==> config.mk <==
export PLATFORM = sky130hd
export DESIGN_NAME = huffman_header_loader
export DESIGN_NICKNAME = d
export VERILOG_FILES = /design/src/rtl/huffman_pkg.sv /design/src/rtl/huffman_header_loader_ack_timer.sv /design/src/rtl/huffman_header_loader.sv
export SDC_FILE = /design/constraint.sdc
export NUM_CORES = 1
export LEC_CHECK = 0
export ABC_AREA = 1
export CAP_MARGIN = 10
export CELL_PAD_IN_SITES_DETAIL_PLACEMENT = 0
export CELL_PAD_IN_SITES_GLOBAL_PLACEMENT = 1
export CORE_ASPECT_RATIO = 0.7
export CORE_MARGIN = 2
export CORE_UTILIZATION = 39
export CTS_CLUSTER_SIZE = 12
export DETAILED_ROUTE_END_ITERATION = 10
export PLACE_DENSITY_LB_ADDON = 0.1
export SKIP_LAST_GASP = 1
export SLEW_MARGIN = 10
export SYNTH_ARGS = -nofsm -noshare
export SYNTH_HDL_FRONTEND = slang
export SYNTH_HIERARCHICAL = 1
export SYNTH_SLANG_ARGS = --single-unit
==> constraint.sdc <==
create_clock -name clk -period 1.9 [get_ports clk]
set_input_delay 0.19 -clock clk [delete_from_list [all_inputs] [get_ports clk]]
set_output_delay 0.19 -clock clk [all_outputs]
set_load 0.005 [all_outputs]
gate_families.png
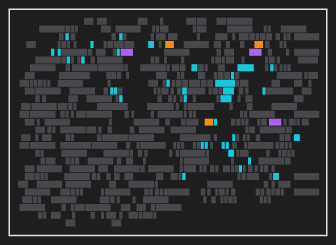
XOR/XNOR gates -> orange  # cells 3, most used xor2_1
NOR gates -> cyan  # cells 35, most used nor2_1
adder and majority cells -> purple  # cells 3, most used ha_1
multi-input gate share of the layout cell area: 0.333
post-route non-filler standard cell count: 563
Top cell excl fill/tap: nand2_1

final_congestion.png
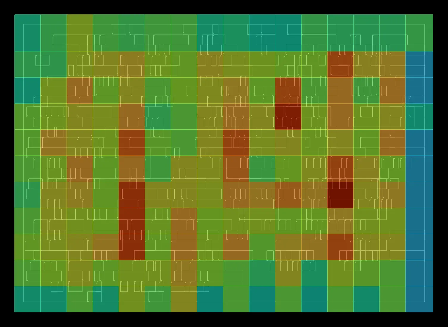
GR Layer Usage met3: 0.0664
fin util: 0.534
GRT Resource Usage Total: 0.199
met1 usage: 0.292

port_nets.png
The bar under the picture is 20 um long.
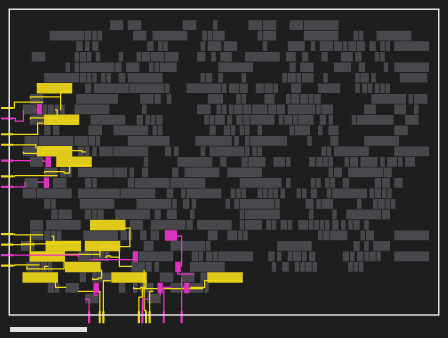
path -> yellow  # bits 12, direction output, edge 7 left, 5 bottom, end cells 12, buffers 12, wire 303 um
rx_data -> magenta  # bits 8, direction input, edge 4 left, 4 bottom, end cells 9, buffers 8, wire 99.2 um
Ports: 51
Port Buffer Count: 50

registers.png
The bar under the picture is 20 um long. Other sequential cells in the stronger gray, the rest of the logic in the fainter gray.
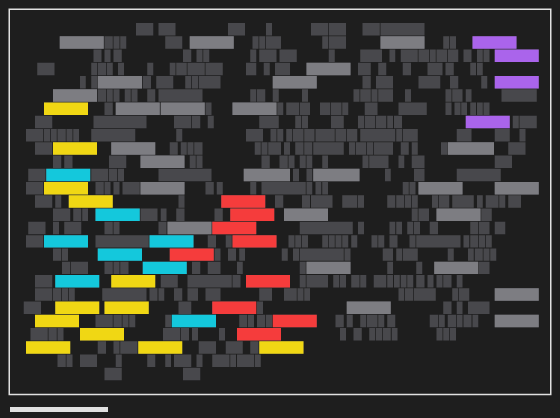
u_ack_timer/count -> purple  # sequential cells 4, where top right
character -> cyan  # sequential cells 8
path -> yellow  # sequential cells 12
n_total -> red  # sequential cells 9
sequential cell power: 2.01 mW
sequential cell area share: 0.355
FF+latch area: 1480 um^2

==> qor.yml <==
cts:
  holdBufCountCts: 0
  cts_tree: "yes"
synthesis:
  synth-edff-count: 0
  ys_ff: 59
  syn_area_per_cell_um2: 7.90
  top_cells_by_area: "dfrtp_1, nand2_1, o21ai_0, inv_1, nand3_1"
hold_path:
  hold_path.class: "primary input to async pin"
sta:
  worstMarginPinSlew_ns: 0.576
  finalSetupViolations: 0
  relSlewSlack: 0.615
die:
  core-area_um2: 7800
  die_area_um2: 8720
outcome:
  status: "completed"
worst_setup_path:
  end_kind: "output pin"
  cp_slowest_stage_delay_ns: 0.50
  slowest_stage: "clkdlybuf4s50_1"
detailed_routing:
  drc_errors: 0
  drt_iter0_drc: 157
cells_and_area:
  num_antenna_cells: 0
power:
  p_leak_nw: 1.97
-- kinds of logic after synthesis --
family                     count (synthesis)  synth area share
and+or+nand+nor                          204             0.306
buffers and inverters                     64            0.0828
AOI/OAI and AO/OA                         61             0.116
DFF                                       59             0.474
xor gates and xnor gates                   3           0.00845
adders and majority gates                  3            0.0121
-- stage by stage --
step / instance area [um^2] / utilization / setup slack (ns) / setup TNS, ns
floorplan: 3110 / - / 0.347 / 0
global placement: 3770 / 0.483 / 0.190 / 0
detailed placement: 3770 / 0.483 / 0.200 / 0
CTS: 4140 / 0.531 / -0.0131 / -0.0131
global route: 4170 / 0.534 / -0.0302 / -0.0339
finish: 4170 / 0.534 / 0.0406 / 0
-- worst reg2reg max path, delay by kind of cell (launching register included) --
kind,cells,cell delay (ns)
simple gates,12,1.03
fa+ha+maj,1,0.24
flops,1,0.36
-- what timing repair did --
item                       in CTS  in global routing
setup endpoints to repair       4                  4
buffers inserted                0                  1
pin swaps                       0                  1
resized                         2                  7
-- final cells by class --
| type | count | area share |
|---|---|---|
| Clock buffer | 9 | 0.0541 |
| Clock inverter | 7 | 0.0351 |
| Inverter | 57 | 0.0520 |
| Multi-Input combinational cell | 271 | 0.333 |
| Sequential cell | 59 | 0.355 |
| Tap cell | 101 | 0.0303 |
| Timing Repair Buffer | 59 | 0.140 |
-- routing by layer --
layer,up-vias,wire length [um],part of all wire,track usage
met1,1219,4250,0.54,0.292
li1,1400,-,-,-
met3,8,463,0.058,0.0664
met2,54,3130,0.39,0.271
met4,0,102,0.013,0.0713
met5,-,0,0,0
-- power by group --
group / internal, mW / switching, mW
logic: 1.02 / 1.12
registers: 1.66 / 0.349
clock network: 1.42 / 0.627
total: 4.11 / 2.09
Power and IR drop assume default switching activity.
